$ cat src/rtl/loader_pkg.sv
// Shared types and helpers for the instruction-memory loader.
// Optional feature macro: IMEM_LOADER_CHECKSUM_EN adds the checksum (CHK) state.
package loader_pkg;

    localparam int unsigned DATA_W_DEF     = 32;
    localparam int unsigned BYTES_PER_WORD = DATA_W_DEF / 8;

`ifdef IMEM_LOADER_CHECKSUM_EN
    typedef enum logic [2:0] {
        StIdle, StLen, StData, StWrite, StChk, StDone
    } state_t;
`else
    typedef enum logic [2:0] {
        StIdle, StLen, StData, StWrite, StDone
    } state_t;
`endif

    // Length byte to word count: 0 means 256, clamped to the memory size.
    function automatic int unsigned decode_len(input logic [7:0] len, input int unsigned addr_w);
        int unsigned n;
        n = (len == 8'd0) ? 32'd256 : {24'd0, len};
        if (addr_w < 9 && n > (32'd1 << addr_w)) begin
            n = 32'd1 << addr_w;
        end
        return n;
    endfunction

endpackage

$ cat src/rtl/byte_packer.sv
// Shifts bytes MSB-first into a word and flags the byte that completes it.
module byte_packer #(
    parameter int unsigned DATA_W = 32
) (
    input  logic              clk,
    input  logic              rst,
    input  logic              shift_en,
    input  logic [7:0]        data_byte,
    input  logic              clear,
    output logic [DATA_W-1:0] word,
    output logic              last_byte
);

    localparam int unsigned NBYTES = DATA_W / 8;
    localparam int unsigned CNT_W  = (NBYTES > 1) ? $clog2(NBYTES) : 1;

    logic [CNT_W-1:0]  cnt_q;
    logic [DATA_W-1:0] word_q;

    // Byte counter and assembly register; clear drops any partial word.
    always_ff @(posedge clk) begin
        if (rst || clear) begin
            cnt_q  <= '0;
            word_q <= '0;
        end else if (shift_en) begin
            word_q <= (word_q << 8) | DATA_W'(data_byte);
            cnt_q  <= last_byte ? '0 : cnt_q + 1'b1;
        end
    end

    assign last_byte = (cnt_q == CNT_W'(NBYTES - 1));
    assign word      = word_q;

endmodule

$ cat src/rtl/imem_loader.sv
// Loads a length-prefixed byte stream into instruction memory while holding
// the CPU in reset. Optional macro: IMEM_LOADER_CHECKSUM_EN (trailing sum byte).
module imem_loader
    import loader_pkg::*;
#(
    parameter int unsigned ADDR_W = 8,
    parameter int unsigned DATA_W = 8 * BYTES_PER_WORD
) (
    input  logic              clk,
    input  logic              rst,
    input  logic              start,
    input  logic              in_valid,
    input  logic [7:0]        in_data,
    output logic              in_ready,
    output logic              wr_en,
    output logic [ADDR_W-1:0] wr_addr,
    output logic [DATA_W-1:0] wr_data,
    output logic              cpu_rst,
    output logic              busy,
    output logic              done
`ifdef IMEM_LOADER_CHECKSUM_EN
    ,
    output logic              csum_err
`endif
);

    state_t            state_q;
    logic [ADDR_W-1:0] idx_q;
    logic [ADDR_W-1:0] last_idx_q;
    logic              xfer;
    logic              shift_en;
    logic              clear;
    logic              last_byte;
    logic [DATA_W-1:0] word;
`ifdef IMEM_LOADER_CHECKSUM_EN
    logic [7:0]        csum_q;
`endif

    assign xfer     = in_valid && in_ready;
    assign shift_en = xfer && (state_q == StData);
    assign clear    = (state_q == StLen);
    assign wr_addr  = idx_q;
    assign wr_data  = word;

    byte_packer #(
        .DATA_W (DATA_W)
    ) u_packer (
        .clk       (clk),
        .rst       (rst),
        .shift_en  (shift_en),
        .data_byte (in_data),
        .clear     (clear),
        .word      (word),
        .last_byte (last_byte)
    );

    // Load sequencer with registered handshake, strobe and status outputs.
    always_ff @(posedge clk) begin
        if (rst) begin
            state_q    <= StIdle;
            idx_q      <= '0;
            last_idx_q <= '0;
            in_ready   <= 1'b0;
            wr_en      <= 1'b0;
            cpu_rst    <= 1'b1;
            busy       <= 1'b0;
            done       <= 1'b0;
`ifdef IMEM_LOADER_CHECKSUM_EN
            csum_q     <= 8'd0;
            csum_err   <= 1'b0;
`endif
        end else begin
            wr_en <= 1'b0;
            unique case (state_q)
                StIdle: begin
                    if (start) begin
                        state_q  <= StLen;
                        busy     <= 1'b1;
                        cpu_rst  <= 1'b1;
                        done     <= 1'b0;
                        in_ready <= 1'b1;
`ifdef IMEM_LOADER_CHECKSUM_EN
                        csum_err <= 1'b0;
`endif
                    end
                end
                StLen: begin
                    if (xfer) begin
                        last_idx_q <= ADDR_W'(decode_len(in_data, ADDR_W) - 32'd1);
                        idx_q      <= '0;
                        state_q    <= StData;
`ifdef IMEM_LOADER_CHECKSUM_EN
                        csum_q     <= 8'd0;
`endif
                    end
                end
                StData: begin
                    if (xfer) begin
`ifdef IMEM_LOADER_CHECKSUM_EN
                        csum_q <= csum_q + in_data;
`endif
                        if (last_byte) begin
                            state_q  <= StWrite;
                            in_ready <= 1'b0;
                            wr_en    <= 1'b1;
                        end
                    end
                end
                StWrite: begin
                    if (idx_q == last_idx_q) begin
`ifdef IMEM_LOADER_CHECKSUM_EN
                        state_q  <= StChk;
                        in_ready <= 1'b1;
`else
                        state_q  <= StDone;
`endif
                    end else begin
                        idx_q    <= idx_q + 1'b1;
                        state_q  <= StData;
                        in_ready <= 1'b1;
                    end
                end
`ifdef IMEM_LOADER_CHECKSUM_EN
                StChk: begin
                    if (xfer) begin
                        in_ready <= 1'b0;
                        if (in_data == csum_q) begin
                            state_q <= StDone;
                        end else begin
                            // CPU stays in reset: the image is not trusted.
                            csum_err <= 1'b1;
                            busy     <= 1'b0;
                            state_q  <= StIdle;
                        end
                    end
                end
`endif
                StDone: begin
                    cpu_rst <= 1'b0;
                    busy    <= 1'b0;
                    done    <= 1'b1;
                    state_q <= StIdle;
                end
                default: state_q <= StIdle;
            endcase
        end
    end

endmodule

$ cat config.mk
export PLATFORM = sky130hd
export DESIGN_NAME = imem_loader
export DESIGN_NICKNAME = d
export VERILOG_FILES = /design/src/rtl/loader_pkg.sv /design/src/rtl/byte_packer.sv /design/src/rtl/imem_loader.sv
export SDC_FILE = /design/constraint.sdc
export NUM_CORES = 1
export LEC_CHECK = 0
export CAP_MARGIN = 20
export CORE_ASPECT_RATIO = 2
export CORE_UTILIZATION = 53
export CTS_CLUSTER_DIAMETER = 150
export DETAILED_ROUTE_END_ITERATION = 12
export HOLD_SLACK_MARGIN = 0.05
export MAX_ROUTING_LAYER = met4
export PLACE_DENSITY_LB_ADDON = 0.2
export SYNTH_ARGS = -nofsm -noshare
export SYNTH_HDL_FRONTEND = slang
export SYNTH_SLANG_ARGS = --single-unit
export TNS_END_PERCENT = 100
$ cat constraint.sdc
create_clock -name clk -period 2.39 [get_ports clk]
set_input_delay 0.5975 -clock clk [delete_from_list [all_inputs] [get_ports clk]]
set_output_delay 0.5975 -clock clk [all_outputs]
set_load 0.05 [all_outputs]
Figure 1. Cells coloured by class.
The bar under the picture is 10 um long.
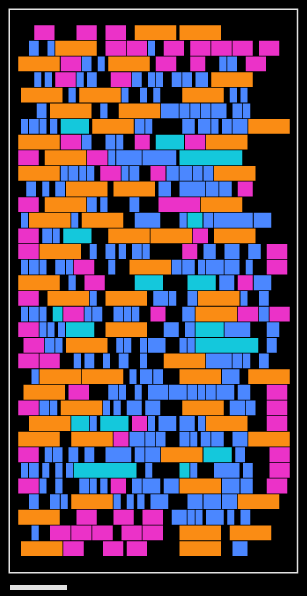
registers -> orange  # cells 58
remaining buffers and delay cells -> magenta  # cells 68
clock drivers and dummy loads -> cyan  # cells 16
remaining logic cells -> blue  # cells 223

==> impl_metrics.env <==
# source this file to load flow results
export IMPL_cts_resized=0
export IMPL_hold_buffers=0
export IMPL_cts_root_buffer_cell="clkbuf_8"
export IMPL_fp_nets=314
export IMPL_grt_remaining_overflow=0
export IMPL_cts_path_max_buffers=2
export IMPL_max_freq_mhz=439
export IMPL_cp_max_fo=8
export IMPL_crit_required_ns=1.79
export IMPL_path_depth=1
export IMPL_first_pass_iters=4
export IMPL_synth_cells=299
export IMPL_fin_skew_ns=0.00797
export IMPL_finalHoldViolCount=0
export IMPL_hpwl_um=4220
export IMPL_ant_nets=0
export IMPL_ys_cells=299
export IMPL_min_period_ns=2.28
export IMPL_vias_per_cell=5.48
export IMPL_path_class="flip-flop to output port"
export IMPL_endpoint_kind="output port"
export IMPL_worstPathArrival_ns=1.68
export IMPL_rsz0062_at_grt="no"
export IMPL_hold_depth=2
export IMPL_fin_ws_ns=0.112
export IMPL_maxCapViolations=0
export IMPL_grt_pass1_vias=2220
export IMPL_ys_warn_count=0
export IMPL_htreeDepth=3
export IMPL_worst_setup_path_start_kind="flip-flop"
export IMPL_rr_worst_depth=5
export IMPL_dpl_cell_count=403
export IMPL_n_antenna_cell=0
export IMPL_status="completed"
export IMPL_pre_cts_slack_ns=-0.0160
export IMPL_slew_headroom=0.582
export IMPL_synthArstFlopShare=0
export IMPL_dieArea_um2=4880
export IMPL_final_cells=419
export IMPL_cpPeakStageDelay_ns=0.86
export IMPL_syn_cell_area_um2=2430
export IMPL_clock_latency_late_pin_ns=0.33
export IMPL_ys_ff=58
export IMPL_core_area_um2=4380
export IMPL_path_buffers=1
export IMPL_post_route_period_util=0.953
export IMPL_postCtsSetupBuffers=0
export IMPL_warnings=26
export IMPL_antenna_found_initial=0
export IMPL_cp_top_family="buffers and inverters"
export IMPL_drv_slew=0
export IMPL_vias=2295
export IMPL_edf_count=0
export IMPL_clk_pin_slew_ns=0.07
export IMPL_numCtsBuffers=9
export IMPL_worstMarginPinSlew_ns=0.626
export IMPL_critPathSlowestCell="clkdlybuf4s50_1"
export IMPL_ys_area_um2=2430
export IMPL_initial_core_util=0.555
export IMPL_drc_errors=0
export IMPL_drt_wl_total_um=6070
export IMPL_cts_tree="done"
export IMPL_setup_violations_final=0
export IMPL_die_height_um=97.8
export IMPL_ir_drop_uv=599
export IMPL_crit_chain="clkdlybuf4s50_1"
export IMPL_worstHoldPathType="flip-flop to flip-flop"
export IMPL_nNetsFinal=375
export IMPL_n_fill_cell=350
export IMPL_syn_avg_cell_area_um2=8.13
export IMPL_cellPowerDensity_nw_per_um2=669
export IMPL_ys_types=38
export IMPL_ioPinCount=57
export IMPL_die_x_um=49.9
export IMPL_gp_congestion=0.846
export IMPL_grt_pass1_wl_um=9850
export IMPL_rows=34
export IMPL_grt_max_degree=36
export IMPL_drt_iter0_markers=55
export IMPL_leakage_nw=1.11
export IMPL_postSynthSeqShare=0.478
export IMPL_drive_gt1_frac=0.101
export IMPL_syn_to_final_growth_pct=37.1
export IMPL_io_buffer_count=56
export IMPL_cts_sinks=58
export IMPL_wl_per_cell_um=14.5
export IMPL_ff_type="dfxtp_1"
Figure 2. Track usage over the die.
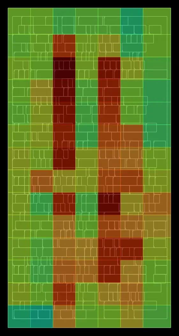
M3 GR Usage: 0.0607
post-layout util: 0.760
Global Route met1 Usage: 0.257
Total GRT Usage: 0.273

## area by class of cell
class	count	area, um^2	share of cell area
multi-input combinational	217	1180	0.353
sequential	58	1160	0.348
timing repair buffer	68	663	0.199
clock buffer	9	124	0.0372
clock inverter	7	116	0.0349
tap	54	67.6	0.0203
inverter	6	22.5	0.00676
## power breakdown
| part | internal [mW] | total (mW) | switching, mW |
|---|---|---|---|
| logic | 0.0598 | 0.147 | 0.0876 |
| registers | 0.976 | 0.988 | 0.0114 |
| clock network | 0.692 | 1.09 | 0.401 |
## state kept, by name (all words and copies together), names as in the netlist
register / cells
cpu_rst: 1
wr_en: 1
last_idx_q: 8
in_ready: 1
u_packer.cnt_q: 2
done: 1
wr_addr: 8
state_q: 3
u_packer.word: 32
busy: 1
## routing by layer
layer	up-vias	GRT usage	part of all wire
met1	1076	0.257	0.38
li1	1142	-	-
met5	-	-	0
met3	20	0.0607	0.036
met2	57	0.492	0.55
met4	0	0.145	0.034
## Yosys cell counts (3+ instances only)
library cell   n  area [um^2]
a21oi_1       50          250
or4_1          3         22.5
nor3_1         6         30.0
nor4_1         3         18.8
xnor2_1       10         87.6
buf_2          4         20.0
o21ai_0        3         15.0
a211oi_1       6         45.0
clkbuf_1      13         48.8
nand2_1       75          282
nand2b_1       3         18.8
ha_1           3         37.5
dfxtp_1       58         1160
nor2_1        15         56.3
or2_2          3         18.8
or3_1          3         18.8
inv_1          6         22.5
nand3_1        8         40.0
## worst paths after layout
kind                startpoint  slack (ns)           endpoint
min reg2reg  u_packer.word[28]        0.46  u_packer.word[28]
max reg2reg         state_q[0]        0.63         wr_addr[2]
max                 wr_addr[3]        0.11         wr_addr[3]
min          u_packer.word[28]        0.46  u_packer.word[28]
## layout by cell type (no fill, tap or decap), types with 2 or more instances in the layout
cell	instances
nand2_1	75
dfxtp_1	58
clkdlybuf4s50_1	56
a21oi_1	50
nor2_1	15
buf_4	11
xnor2_1	10
clkbuf_8	9
nand3_1	8
inv_1	6
nor3_1	6
a211oi_1	6
nand2b_1	3
or3_1	3
or2_2	3
nor4_1	3
or4_1	3
o21ai_0	3
ha_1	3
bufinv_16	3
nand4_2	2
nor3b_1	2
nand4_1	2
o31ai_1	2
o211ai_1	2
o21a_1	2
xor2_1	2
clkinv_2	2
## metrics by stage
step,instance area (um^2),hold WS (ns),power [mW],setup TNS [ns],utilization
floorplan,2430,0.440,1.09,0,-
global placement,3090,0.445,1.15,0,0.706
detailed placement,3090,0.447,1.15,-0.0160,0.706
CTS,3330,0.457,2.24,0,0.760
global route,3330,0.487,2.29,0,0.760
finish,3330,0.457,2.23,0,0.760
## logic make-up (layout without fill, tap and decap cells)
kind of cell,after synthesis,after routing,share of synthesized area
AND/OR/NAND/NOR,131,131,0.252
adder cells (fa/ha/maj),3,3,0.0154
buffers and inverters,24,90,0.0407
XOR/XNOR,12,12,0.0432
flip-flops,58,58,0.478
AND-OR/OR-AND,71,71,0.171
No activity file was given, so power comes from the tool's default toggle rates.
